===== src/rtl/serial_subtractor_if.sv =====
// Operand/result bundle for serial_subtractor. The ovf signal is present only
// when SERSUB_OVF_EN is defined.
interface serial_subtractor_if #(
  parameter int WIDTH = 8
);
  logic             start;
  logic [WIDTH-1:0] a;
  logic [WIDTH-1:0] b;
  logic             busy;
  logic             done;
  logic [WIDTH-1:0] diff;
  logic             borrow_out;
`ifdef SERSUB_OVF_EN
  logic             ovf;

  modport master (output start, a, b, input busy, done, diff, borrow_out, ovf);
  modport slave  (input start, a, b, output busy, done, diff, borrow_out, ovf);
`else
  modport master (output start, a, b, input busy, done, diff, borrow_out);
  modport slave  (input start, a, b, output busy, done, diff, borrow_out);
`endif
endinterface


===== src/rtl/serial_subtractor.sv =====
// Bit-serial a - b, LSB first, one full-subtractor step per clock.
// Defining SERSUB_OVF_EN adds a registered signed-overflow output (bus.ovf).
module serial_subtractor #(
  parameter int WIDTH = 8
) (
  input  logic                 clk,
  input  logic                 rst,
  serial_subtractor_if.slave   bus
);
  localparam int CW = $clog2(WIDTH);

  typedef enum logic [1:0] {IDLE, RUN, DONE} state_t;

  state_t           state_q;
  logic [WIDTH-1:0] a_q, b_q, diff_q;
  logic [WIDTH-2:0] res_q;
  logic [CW-1:0]    cnt_q;
  logic             br_q, borrow_q, busy_q, done_q;
  logic             d_d, bo_d, last_d;
  logic [WIDTH-1:0] full_d;
`ifdef SERSUB_OVF_EN
  logic             ovf_q;
`endif

  always_comb begin
    d_d    = a_q[0] ^ b_q[0] ^ br_q;
    bo_d   = (~a_q[0] & b_q[0]) | (~(a_q[0] ^ b_q[0]) & br_q);
    last_d = (cnt_q == CW'(WIDTH - 1));
    full_d = {d_d, res_q};
  end

  always_ff @(posedge clk or posedge rst) begin
    if (rst) begin
      state_q  <= IDLE;
      a_q      <= '0;
      b_q      <= '0;
      res_q    <= '0;
      diff_q   <= '0;
      cnt_q    <= '0;
      br_q     <= 1'b0;
      borrow_q <= 1'b0;
      busy_q   <= 1'b0;
      done_q   <= 1'b0;
`ifdef SERSUB_OVF_EN
      ovf_q    <= 1'b0;
`endif
    end else begin
      case (state_q)
        IDLE: if (bus.start) begin
          a_q     <= bus.a;
          b_q     <= bus.b;
          br_q    <= 1'b0;
          cnt_q   <= '0;
          busy_q  <= 1'b1;
          state_q <= RUN;
        end
        RUN: begin
          res_q <= full_d[WIDTH-1:1];
          a_q   <= a_q >> 1;
          b_q   <= b_q >> 1;
          br_q  <= bo_d;
          cnt_q <= cnt_q + 1'b1;
          if (last_d) begin
            diff_q   <= full_d;
            borrow_q <= bo_d;
`ifdef SERSUB_OVF_EN
            // a_q[0]/b_q[0] hold the operand sign bits on the final step
            ovf_q    <= (a_q[0] ^ b_q[0]) & (d_d ^ a_q[0]);
`endif
            busy_q   <= 1'b0;
            done_q   <= 1'b1;
            state_q  <= DONE;
          end
        end
        DONE: begin
          done_q  <= 1'b0;
          state_q <= IDLE;
        end
        default: state_q <= IDLE;
      endcase
    end
  end

  assign bus.busy       = busy_q;
  assign bus.done       = done_q;
  assign bus.diff       = diff_q;
  assign bus.borrow_out = borrow_q;
`ifdef SERSUB_OVF_EN
  assign bus.ovf        = ovf_q;
`endif
endmodule

===== src/flat_wrapper.sv =====
// flat-port wrapper written by rule: the top's interface ports become plain ports
module serial_subtractor_flat 
#(
  parameter int WIDTH = 8
)
  (clk, rst, bus_start, bus_a, bus_b, bus_busy, bus_done, bus_diff, bus_borrow_out);
  serial_subtractor_if #(.WIDTH(WIDTH)) bus_i ();
  input  logic clk;
  input  logic rst;
  input wire logic [$bits(bus_i.start)-1:0] bus_start;
  input wire logic [$bits(bus_i.a)-1:0] bus_a;
  input wire logic [$bits(bus_i.b)-1:0] bus_b;
  output wire logic [$bits(bus_i.busy)-1:0] bus_busy;
  output wire logic [$bits(bus_i.done)-1:0] bus_done;
  output wire logic [$bits(bus_i.diff)-1:0] bus_diff;
  output wire logic [$bits(bus_i.borrow_out)-1:0] bus_borrow_out;
  assign bus_i.start = bus_start;
  assign bus_i.a = bus_a;
  assign bus_i.b = bus_b;
  assign bus_busy = bus_i.busy;
  assign bus_done = bus_i.done;
  assign bus_diff = bus_i.diff;
  assign bus_borrow_out = bus_i.borrow_out;
  serial_subtractor #(.WIDTH(WIDTH)) u_core (.clk(clk), .rst(rst), .bus(bus_i));
endmodule

===== config.mk =====
export PLATFORM = sky130hd
export DESIGN_NAME = serial_subtractor_flat
export DESIGN_NICKNAME = d
export VERILOG_FILES = /design/src/rtl/serial_subtractor_if.sv /design/src/rtl/serial_subtractor.sv /design/src/flat_wrapper.sv
export SDC_FILE = /design/constraint.sdc
export NUM_CORES = 1
export LEC_CHECK = 0
export CORE_ASPECT_RATIO = 1.2
export CORE_UTILIZATION = 47
export CTS_BUF_LIST = sky130_fd_sc_hd__clkbuf_16
export DETAILED_ROUTE_END_ITERATION = 8
export GPL_ROUTABILITY_DRIVEN = 0
export PLACE_DENSITY = 0.75
export SLEW_MARGIN = 10
export SYNTH_ARGS = -nofsm -noshare
export SYNTH_HDL_FRONTEND = slang
export SYNTH_SLANG_ARGS = --single-unit

===== constraint.sdc =====
create_clock -name clk -period 1.5 [get_ports clk]
set_input_delay 0.45 -clock clk [delete_from_list [all_inputs] [get_ports clk]]
set_output_delay 0.45 -clock clk [all_outputs]
set_load 0.1 [all_outputs]

Fig. 1: run 1, sequential cells grouped by signal name
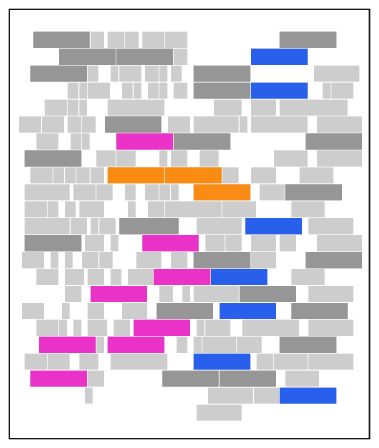
[u_core.cnt_q] orange | sequential cells: 3
[u_core.res_q] blue | sequential cells: 7
[u_core.a_q] magenta | sequential cells: 8
not colored: 22
Post-Route Utilization: 69.49%
Flop area: 1002 um^2
sequential logic power: 1.98 mW
Seq/total area: 41.76%

Fig. 2: run 1, signal wires by layer
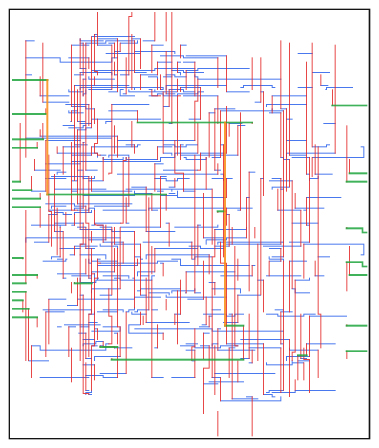
[met4] orange | wire length: 51.0 um
[met3] green | wire length: 148 um
[met2] red | wire length: 1740 um
[met1] blue | wire length: 1440 um
GRT Util Overall: 19.97%
final wirelength: 3377 um

Fig. 3: run 1, cell outlines without signal wires
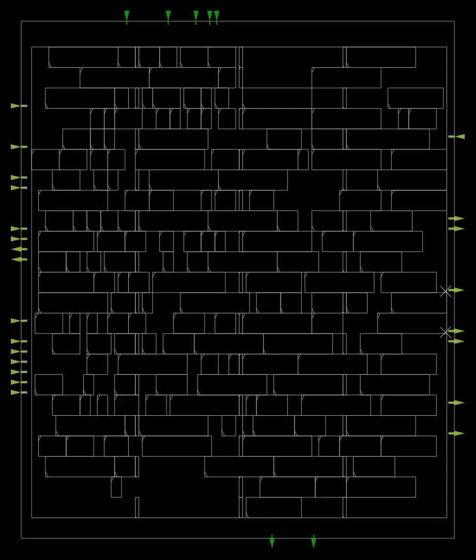
CORE AREA: 3453 um^2
post-route insts no fill: 214
row count: 23

Fig. 4: run 1, routed clock nets over the placement
The bar under the picture is 20 um long.
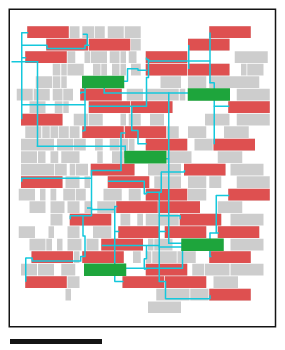
[flip-flops] red | count: 40
[clock wires] cyan | length: 514 um
[cells driving clock nets] green | count: 5
flops lie: spread over the die

==> deck_impl_summary.md, run 1 <==
Key Metrics from the Run

Outcome
  • Status: finished with violations
  • Failing checks: DRC

Yosys
  • Register share after synthesis: 57.43%
  • Cells after Synth: 137
  • Net Count, Synth: 159
  • Adder share: 2.584%
  • Flops after synth: 40
  • Count leader, synth: dfrtp_1
  • EDFF count, synth: 0
  • Cell type with the largest total area: dfrtp_1
  • Syn Area/Cell: 12.72 um^2
  • Comb area leader: AND-OR/OR-AND gates
  • Simple Share, Synth: 7.322%
  • XOR Share, Synth: 0%
  • Ys async rst share: 100.0%
  • Compound-Gate Fraction of Synth Area: 16.01%
  • Area share, top type: 57.43%
  • Top area cell types: dfrtp_1 57%, mux2_4 6.0%, mux2_2 5.2%
  • # Cells Yosys: 137
  • YS chip area: 1743 um^2
  • Distinct lib cells used: 29
  • Dominant flop cell: dfrtp_1
  • Synth mux share: 11.20%
  • Post-Syn Area: 1743 um^2
  • Yosys warns: 0
  • Post-synth top cells: 40 x dfrtp_1, 10 x nor2_1, 9 x a21oi_1, 9 x inv_1

Power
  • LEAKAGE: 1.101 nW
  • Clock Power: 1.21 mW
  • Comb. pwr: 3.07 mW
  • Comb pwr share: 49.1%
  • Clock power frac: 19.3%
  • Net Switching: 2.505 mW
  • PwrDens: 2606 nW/um^2
  • Pint: 3.749 mW
  • Switching Share: 40.06%
  • Sequential share of power: 31.6%
  • Top power group: combinational logic
  • VDD IR max: 1.361 mV
  • Power Total: 6.255 mW

Global routing
  • Met1 usage: 22.99%
  • Vias in the first global route: 1254
  • Largest net degree at the start of global routing: 41
  • Routing usage on met3: 5.784%
  • Initial antenna violation count: 0
  • First-pass GRT wire length: 5733 um
  • Met2 Use GR: 34.74%
  • Gr ovfl total: 0
  • Global-route layer with the greatest usage: met2

Clock tree
  • Clk slew on worst S/H paths: 0.06 ns
  • # hold bufs at CTS: 0
  • CTS tree: built
  • Worst skew pair latency: 0.28 ns
  • Sink Count: 40
  • Clock root cell: clkbuf_16
  • Clock buffer depth: 2
  • Htree depth: 2
  • Buffers inserted by post-CTS timing repair: 0
  • Total CTS buffers: 5
  • Post_cts resized: 2

Worst setup path
  • Critical path startpoint category: register
  • Crit path DAT: 1.61 ns
  • CP bufs+invs: 1
  • Top delay family on crit path: adder cells
  • Slowest stage delay, CP: 0.38 ns
  • Reg2reg path depth: 5
  • Cell chain of the critical path: ha_1 -> ha_2 -> nand3b_4 -> buf_4 -> mux2_4
  • Reg2Reg Launch Point: u_core.cnt_q[0]$_DFFE_PP0P_
  • CP endpoint kind: register
  • Reg2Reg Setup Slack: 0.05 ns
  • CP max FO: 4
  • Crit. path cell count: 5
  • Crit Path Class: register to register
  • Worst Setup EP: u_core.bus.diff[1]$_DFFE_PP0P_
  • Worst Setup SP: u_core.cnt_q[0]$_DFFE_PP0P_
  • Crit Reg-Reg Endpoint: u_core.bus.diff[1]$_DFFE_PP0P_
  • CP Data Required Time: 1.66 ns
  • Critical-path top delay cell: dfrtp_1

Placed design
  • Detailed Place HPWL: 2337 um
  • DP Area: 2216 um^2
  • Buffers on Ports: 29
  • Placed Cells incl. Taps: 206
  • Dpl ws: -0.2212 ns

Timing
  • RSZ-0062 raised after global routing: yes
  • Fmax: 689.3 MHz
  • Tcrit/Tclk final: 96.71%
  • Worst setup margin: 0.04931 ns
  • Least-Margin Pin Slew: 0.3020 ns
  • Clock skew: 0.004621 ns
  • Slew Viols, Final: 0
  • Setup-failing EPs final: 0
  • Setup TNS: 0 ns
  • Min Tclk post-route: 1.451 ns
  • Final hold vios: 0
  • Max-Slew Margin vs Limit: 79.86%
  • Fin Hold WS: 0.4981 ns

Floorplan
  • Chip width: 57.59 um
  • I/O Pins: 30
  • Die area: 3957 um^2
  • Die H: 68.71 um
  • Tapcells inserted: 37
  • Core utilization at floorplan: 50.47%

Job
  • Tool Warnings: 27
  • Maxcap violations: 0

Drt
  • Avg WL per Cell: 15.78 um
  • Initial DRC Count: 20
  • Router iterations before antenna repair: 6
  • Met1 Wirelength: 1443 um
  • Vias: 1207
  • Met2 Wirelength: 1736 um
  • Vias per cell: 5.640
  • Detail Route Antenna Nets: 0
  • DR top layer: met4
  • # DRC: 2
  • Metal3 WL: 147 um

Layout
  • Antenna cells: 0
  • Layout clock area frac: 6.986%
  • Combinational fraction of the cell area: 27.58%
  • Ratio of cells with drive above 1 in the final layout: 31.64%
  • Nets: 198
  • Area-dominant class: registers
  • Comb gates: 80
  • Sequential cell count: 40
  • Non-clk buf share: 20.02%
  • Area added between synthesis and finish: 37.69%
  • Top Layout Cells: 39 x dfrtp_1, 18 x clkdlybuf4s50_1, 12 x buf_12, 10 x nor2_1
  • Non-clk bufs: 38
  • Logic area: 661.9 um^2
  • Highest-count logic cell in the final layout: dfrtp_1
  • Design Area, Final: 2400 um^2
  • Number of clock buffers in the layout: 5
  • FILL cells: 254
  • Signal inverters: 11

Min path
  • Hold_sp: u_core.a_q[3]$_DFFE_PP0P_
  • Hold Crit Class: register to register
  • Worst hold path stage count: 1
  • Worst Hold End: u_core.a_q[3]$_DFFE_PP0P_
Fig. 5: run 1, the metal 3 layer
The bar under the picture is 20 um long.
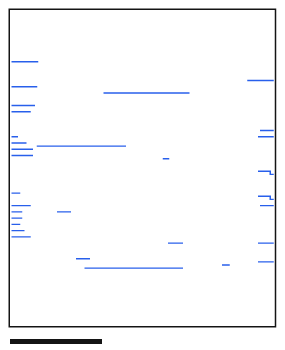

--- run 2 (diff from run 1) ---
--- a/config.mk
+++ b/config.mk
@@ -5,12 +5,14 @@
 export SDC_FILE = /design/constraint.sdc
 export NUM_CORES = 1
 export LEC_CHECK = 0
+export CELL_PAD_IN_SITES_DETAIL_PLACEMENT = 0
+export CELL_PAD_IN_SITES_GLOBAL_PLACEMENT = 1
 export CORE_ASPECT_RATIO = 1.2
-export CORE_UTILIZATION = 47
+export CORE_UTILIZATION = 37
 export CTS_BUF_LIST = sky130_fd_sc_hd__clkbuf_16
 export DETAILED_ROUTE_END_ITERATION = 8
 export GPL_ROUTABILITY_DRIVEN = 0
-export PLACE_DENSITY = 0.75
+export PLACE_DENSITY_LB_ADDON = 0.1
 export SLEW_MARGIN = 10
 export SYNTH_ARGS = -nofsm -noshare
 export SYNTH_HDL_FRONTEND = slang
Fig. 6: run 2, the metal 3 layer
The bar under the picture is 20 um long.
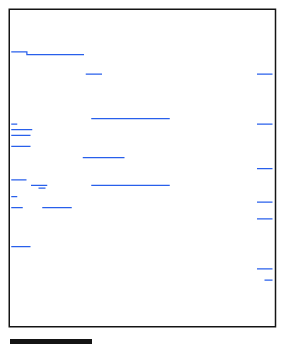
longest straight run: 18.9 um
main direction: horizontal
nets with wire on the layer: 21

Fig. 7: run 2, cell outlines without signal wires
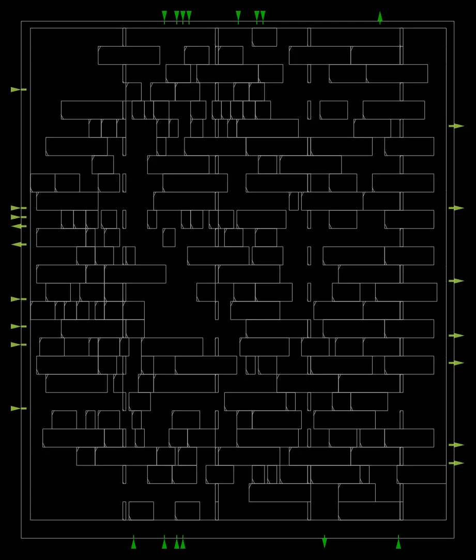
tapcells inserted: 58
Seq/total area: 41.27%

==> run 2 against run 1 <==
The flow now finishes without violations. Design area is 1.2% higher. Cell count is 10% higher. Non-clock buffer count is 2 higher. Clock power is about 20% lower. Sequential power hardly changed. Global-route usage is 4.5 points lower. First-iteration DRC count is 25% higher. Critical path depth stayed put. Worst setup slack better by 0.022 ns. Critical path type unchanged. Critical endpoint is now u_core.bus.diff[4]$_DFFE_PP0P_.
==> deck_impl_summary.md, run 2 <==
Key Metrics from the Run

Worst setup path
  • CP endpoint kind: register (unchanged)
  • Crit. path cell count: 5 (unchanged)
  • Cell chain of the critical path: ha_1 -> ha_2 -> nand3b_4 -> buf_12 -> mux2_4 (was ha_1 -> ha_2 -> nand3b_4 -> buf_4 -> mux2_4)
  • Crit Reg-Reg Endpoint: u_core.bus.diff[4]$_DFFE_PP0P_ (was u_core.bus.diff[1]$_DFFE_PP0P_)
  • Critical-path top delay cell: dfrtp_1 (unchanged)
  • Worst Setup SP: u_core.cnt_q[0]$_DFFE_PP0P_ (unchanged)
  • Worst Setup EP: u_core.bus.diff[4]$_DFFE_PP0P_ (was u_core.bus.diff[1]$_DFFE_PP0P_)
  • Critical path startpoint category: register (unchanged)
  • CP max FO: 5 (was 4)

Placed design
  • Placed Cells incl. Taps: 229 (was 206)

Global routing
  • Routing usage on met3: 4.464% (was 5.784%)
  • Gr ovfl total: 0 (unchanged)
  • Largest net degree at the start of global routing: 41 (unchanged)
  • Vias in the first global route: 1198 (was 1254)
  • Initial antenna violation count: 0 (unchanged)
  • Met1 usage: 18.62% (was 22.99%)
  • GRT Util Overall: 15.43% (was 19.97%)

Outcome
  • Status: finished, final reports clean (was finished with violations)

Timing
  • Fin Hold WS: 0.4979 ns (was 0.4981 ns)
  • Max-Slew Margin vs Limit: 78.95% (was 79.86%)
  • Setup TNS: 0 ns (unchanged)
  • Tcrit/Tclk final: 95.23% (was 96.71%)
  • Final hold vios: 0 (unchanged)
  • Clock skew: 0.005156 ns (was 0.004621 ns)

Layout
  • FILL cells: 412 (was 254)
  • Top Layout Cells: 39 x dfrtp_1, 18 x clkdlybuf4s50_1, 14 x buf_12, 10 x inv_1, 10 x nor2_1 (was 39 x dfrtp_1, 18 x clkdlybuf4s50_1, 12 x buf_12, 10 x nor2_1)
  • Non-clk bufs: 40 (was 38)
  • Post-Route Utilization: 53.25% (was 69.49%)
  • Combinational fraction of the cell area: 27.10% (was 27.58%)
  • Antenna cells: 0 (unchanged)
  • Signal inverters: 11 (unchanged)
  • Design Area, Final: 2429 um^2 (was 2400 um^2)
  • Non-clk buf share: 21.43% (was 20.02%)
  • Area added between synthesis and finish: 39.34% (was 37.69%)
  • Post-route insts no fill: 236 (was 214)
  • Comb gates: 80 (unchanged)
  • Sequential cell count: 40 (unchanged)
  • Area-dominant class: registers (unchanged)

Drt
  • Final wirelength: 3269 um (was 3377 um)
  • Vias per cell: 5.081 (was 5.640)
  • # DRC: 0 (was 2)

Yosys
  • Yosys warns: 0 (unchanged)
  • Flops after synth: 40 (unchanged)
  • Count leader, synth: dfrtp_1 (unchanged)
  • Compound-Gate Fraction of Synth Area: 16.01% (unchanged)
  • Cells after Synth: 137 (unchanged)
  • Ys async rst share: 100.0% (unchanged)
  • XOR Share, Synth: 0% (unchanged)
  • Area share, top type: 57.43% (unchanged)
  • Adder share: 2.584% (unchanged)
  • Top area cell types: dfrtp_1 57%, mux2_4 6.0%, mux2_2 5.2% (unchanged)
  • YS chip area: 1743 um^2 (unchanged)
  • Register share after synthesis: 57.43% (unchanged)

Clock tree
  • Worst skew pair latency: 0.27 ns (was 0.28 ns)
  • Buffers inserted by post-CTS timing repair: 0 (unchanged)
  • Clk slew on worst S/H paths: 0.05 ns (was 0.06 ns)
  • Total CTS buffers: 5 (unchanged)
  • Clock root cell: clkbuf_16 (unchanged)
  • Htree depth: 2 (unchanged)
  • # hold bufs at CTS: 0 (unchanged)

Floorplan
  • Die H: 77.19 um (was 68.71 um)
  • Chip width: 64.66 um (was 57.59 um)
  • I/O Pins: 30 (unchanged)
  • Die area: 4990 um^2 (was 3957 um^2)
  • CORE AREA: 4561 um^2 (was 3453 um^2)

Power
  • Comb. pwr: 3.08 mW (was 3.07 mW)
  • PwrDens: 2476 nW/um^2 (was 2606 nW/um^2)
  • Sequential logic power: 1.97 mW (was 1.98 mW)
  • Switching Share: 40.16% (was 40.06%)
  • Net Switching: 2.414 mW (was 2.505 mW)
  • Pint: 3.598 mW (was 3.749 mW)
  • Sequential share of power: 32.8% (was 31.6%)
  • Power Total: 6.012 mW (was 6.255 mW)
  • Top power group: combinational logic (unchanged)

Min path
  • Hold Crit Class: register to register (unchanged)
--- run 3 (diff from run 2) ---
--- a/config.mk
+++ b/config.mk
@@ -13,7 +13,7 @@
 export DETAILED_ROUTE_END_ITERATION = 8
 export GPL_ROUTABILITY_DRIVEN = 0
 export PLACE_DENSITY_LB_ADDON = 0.1
-export SLEW_MARGIN = 10
+export SLEW_MARGIN = 20
 export SYNTH_ARGS = -nofsm -noshare
 export SYNTH_HDL_FRONTEND = slang
 export SYNTH_SLANG_ARGS = --single-unit
Fig. 8: run 3, close-up of the layout
Window x 12 to 52, y 3 to 43 um. Cells in gray, sequential cells in the stronger gray; small squares are vias.
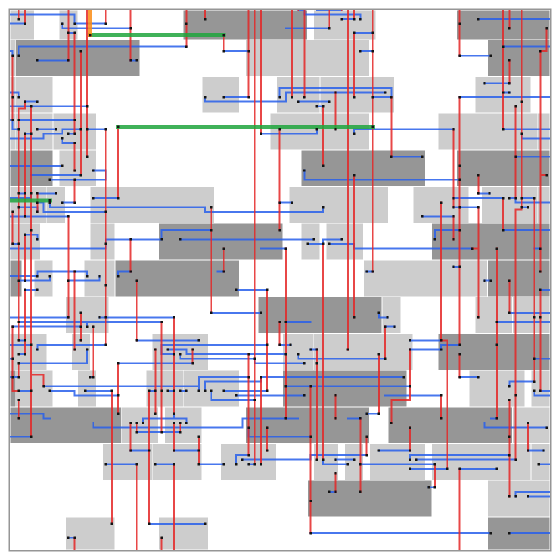
[met1] blue
[met3] green
[met4] orange
[met2] red
netlist names of flops here include: u_core.a_q (5), u_core.bus.diff (4), u_core.res_q (4)
most frequent: dfrtp_1 (18), buf_4 (6), mux2_2 (5)
sequential cells in the window: 18
cells with their middle in the window: 72

==> run 3 against run 2 <==
Sequential share of layout area is the same. First-iteration DRC count stayed put. Non-clock buffer count unchanged. Register-to-register slack hardly changed. Synthesized cell count unchanged. Cell count did not move. Core utilization unchanged. Wire length stayed put. Critical path type unchanged. Critical endpoint unchanged.
==> deck_impl_summary.md, run 3 <==
Key Metrics from the Run

Outcome
  • Status: finished, final reports clean (unchanged)

Yosys
  • Compound-Gate Fraction of Synth Area: 16.01% (unchanged)
  • Count leader, synth: dfrtp_1 (unchanged)
  • Cells after Synth: 137 (unchanged)
  • Ys async rst share: 100.0% (unchanged)
  • Flops after synth: 40 (unchanged)
  • XOR Share, Synth: 0% (unchanged)
  • EDFF count, synth: 0 (unchanged)
  • Post-Syn Area: 1743 um^2 (unchanged)
  • Post-synth top cells: 40 x dfrtp_1, 10 x nor2_1, 9 x a21oi_1, 9 x inv_1 (unchanged)
  • Register share after synthesis: 57.43% (unchanged)
  • # Cells Yosys: 137 (unchanged)
  • Synth mux share: 11.20% (unchanged)
  • Syn Area/Cell: 12.72 um^2 (unchanged)
  • Dominant flop cell: dfrtp_1 (unchanged)
  • YS chip area: 1743 um^2 (unchanged)
  • Comb area leader: AND-OR/OR-AND gates (unchanged)
  • Cell type with the largest total area: dfrtp_1 (unchanged)
  • Yosys warns: 0 (unchanged)
  • Area share, top type: 57.43% (unchanged)
  • Distinct lib cells used: 29 (unchanged)
  • Top area cell types: dfrtp_1 57%, mux2_4 6.0%, mux2_2 5.2% (unchanged)

Drt
  • Met2 Wirelength: 1666 um (unchanged)
  • Detail Route Antenna Nets: 0 (unchanged)
  • Initial DRC Count: 25 (unchanged)
  • # DRC: 0 (unchanged)
  • Final wirelength: 3269 um (unchanged)
  • Router iterations before antenna repair: 6 (unchanged)
  • Vias per cell: 5.081 (unchanged)
  • Vias: 1199 (unchanged)

Timing
  • Max-Slew Margin vs Limit: 78.95% (unchanged)
  • Setup-failing EPs final: 0 (unchanged)
  • RSZ-0062 raised after global routing: no (unchanged)
  • Clock skew: 0.005156 ns (unchanged)
  • Final hold vios: 0 (unchanged)
  • Tcrit/Tclk final: 95.23% (unchanged)
  • Fmax: 700.1 MHz (unchanged)
  • Slew Viols, Final: 0 (unchanged)
  • Min Tclk post-route: 1.428 ns (unchanged)
  • Setup TNS: 0 ns (unchanged)
  • Least-Margin Pin Slew: 0.3158 ns (unchanged)

Power
  • Switching Share: 40.16% (unchanged)
  • Pint: 3.598 mW (unchanged)
  • Comb pwr share: 51.2% (about the same)
  • Clock Power: 0.963 mW (about the same)
  • Sequential share of power: 32.8% (about the same)
  • Clock power frac: 16.0% (about the same)
  • PwrDens: 2476 nW/um^2 (unchanged)
  • Sequential logic power: 1.97 mW (about the same)
  • LEAKAGE: 1.107 nW (unchanged)
  • Comb. pwr: 3.08 mW (about the same)
  • Power Total: 6.012 mW (unchanged)

Min path
  • Worst Hold End: u_core.a_q[6]$_DFFE_PP0P_ (unchanged)
  • Hold Crit Class: register to register (unchanged)
  • Worst hold path stage count: 1 (unchanged)
  • Hold_sp: u_core.a_q[6]$_DFFE_PP0P_ (unchanged)

Layout
  • Nets: 200 (unchanged)
  • Flop area: 1002 um^2 (unchanged)
  • Layout clock area frac: 5.513% (unchanged)
  • Highest-count logic cell in the final layout: dfrtp_1 (unchanged)
  • Combinational fraction of the cell area: 27.10% (unchanged)
  • Seq/total area: 41.27% (unchanged)
  • Logic area: 658.1 um^2 (unchanged)
  • Sequential cell count: 40 (unchanged)
  • Number of clock buffers in the layout: 5 (unchanged)
  • Top Layout Cells: 39 x dfrtp_1, 18 x clkdlybuf4s50_1, 14 x buf_12, 10 x inv_1, 10 x nor2_1 (unchanged)
  • Comb gates: 80 (unchanged)
  • Post-route insts no fill: 236 (unchanged)
  • Area added between synthesis and finish: 39.34% (unchanged)
  • Antenna cells: 0 (unchanged)

Worst setup path
  • Crit. path cell count: 5 (unchanged)
  • CP Data Required Time: 1.65 ns (about the same)
  • Reg2Reg Setup Slack: 0.07 ns (about the same)
  • Cell chain of the critical path: ha_1 -> ha_2 -> nand3b_4 -> buf_12 -> mux2_4 (unchanged)
  • Top delay family on crit path: adder cells (unchanged)
  • Worst Setup EP: u_core.bus.diff[4]$_DFFE_PP0P_ (unchanged)
  • Crit path DAT: 1.58 ns (about the same)
  • Reg2Reg Launch Point: u_core.cnt_q[0]$_DFFE_PP0P_ (unchanged)
  • Critical path startpoint category: register (unchanged)
  • Crit Path Class: register to register (unchanged)
  • Critical-path top delay cell: dfrtp_1 (unchanged)
  • CP bufs+invs: 1 (unchanged)
  • CP endpoint kind: register (unchanged)
  • Reg2reg path depth: 5 (unchanged)

Placed design
  • Dpl ws: -0.1634 ns (unchanged)
  • DP Area: 2282 um^2 (unchanged)
  • Buffers on Ports: 29 (unchanged)
  • Detailed Place HPWL: 2315 um (unchanged)

Clock tree
  • Total CTS buffers: 5 (unchanged)
  • # hold bufs at CTS: 0 (unchanged)
  • Clock buffer depth: 2 (unchanged)
  • Post_cts resized: 1 (unchanged)
  • Sink Count: 40 (unchanged)
  • CTS tree: built (unchanged)
  • Buffers inserted by post-CTS timing repair: 0 (unchanged)
  • Worst skew pair latency: 0.27 ns (about the same)
  • Htree depth: 2 (unchanged)
  • Clk slew on worst S/H paths: 0.05 ns (about the same)

Global routing
  • Met1 usage: 18.62% (unchanged)
  • Largest net degree at the start of global routing: 41 (unchanged)
  • First-pass GRT wire length: 5733 um (unchanged)
  • Routing usage on met3: 4.464% (unchanged)
  • Initial antenna violation count: 0 (unchanged)
  • Vias in the first global route: 1198 (unchanged)
  • Gr ovfl total: 0 (unchanged)
  • Met2 Use GR: 25.58% (unchanged)
  • Global-route layer with the greatest usage: met2 (unchanged)

Job
  • Maxcap violations: 0 (unchanged)

Floorplan
  • Die area: 4990 um^2 (unchanged)
  • Core utilization at floorplan: 38.22% (unchanged)
  • Chip width: 64.66 um (unchanged)
  • Row count: 27 (unchanged)
  • Die H: 77.19 um (unchanged)
  • I/O Pins: 30 (unchanged)
  • Tapcells inserted: 58 (unchanged)
  • CORE AREA: 4561 um^2 (unchanged)
Fig. 9: run 3, signal wires by layer
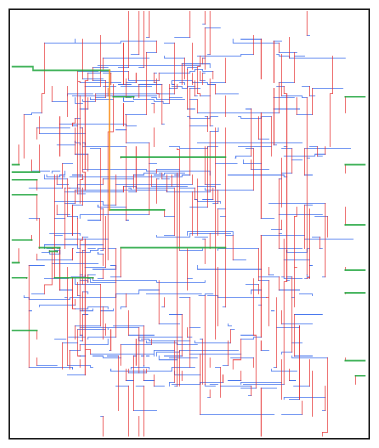
[met4] orange | wire length: 25.2 um
[met2] red | wire length: 1670 um
[met3] green | wire length: 130 um
[met1] blue | wire length: 1450 um
GRT Util Overall: 15.43%
Avg WL per Cell: 13.85 um

No activity file was given, so power comes from the tool's default toggle rates.
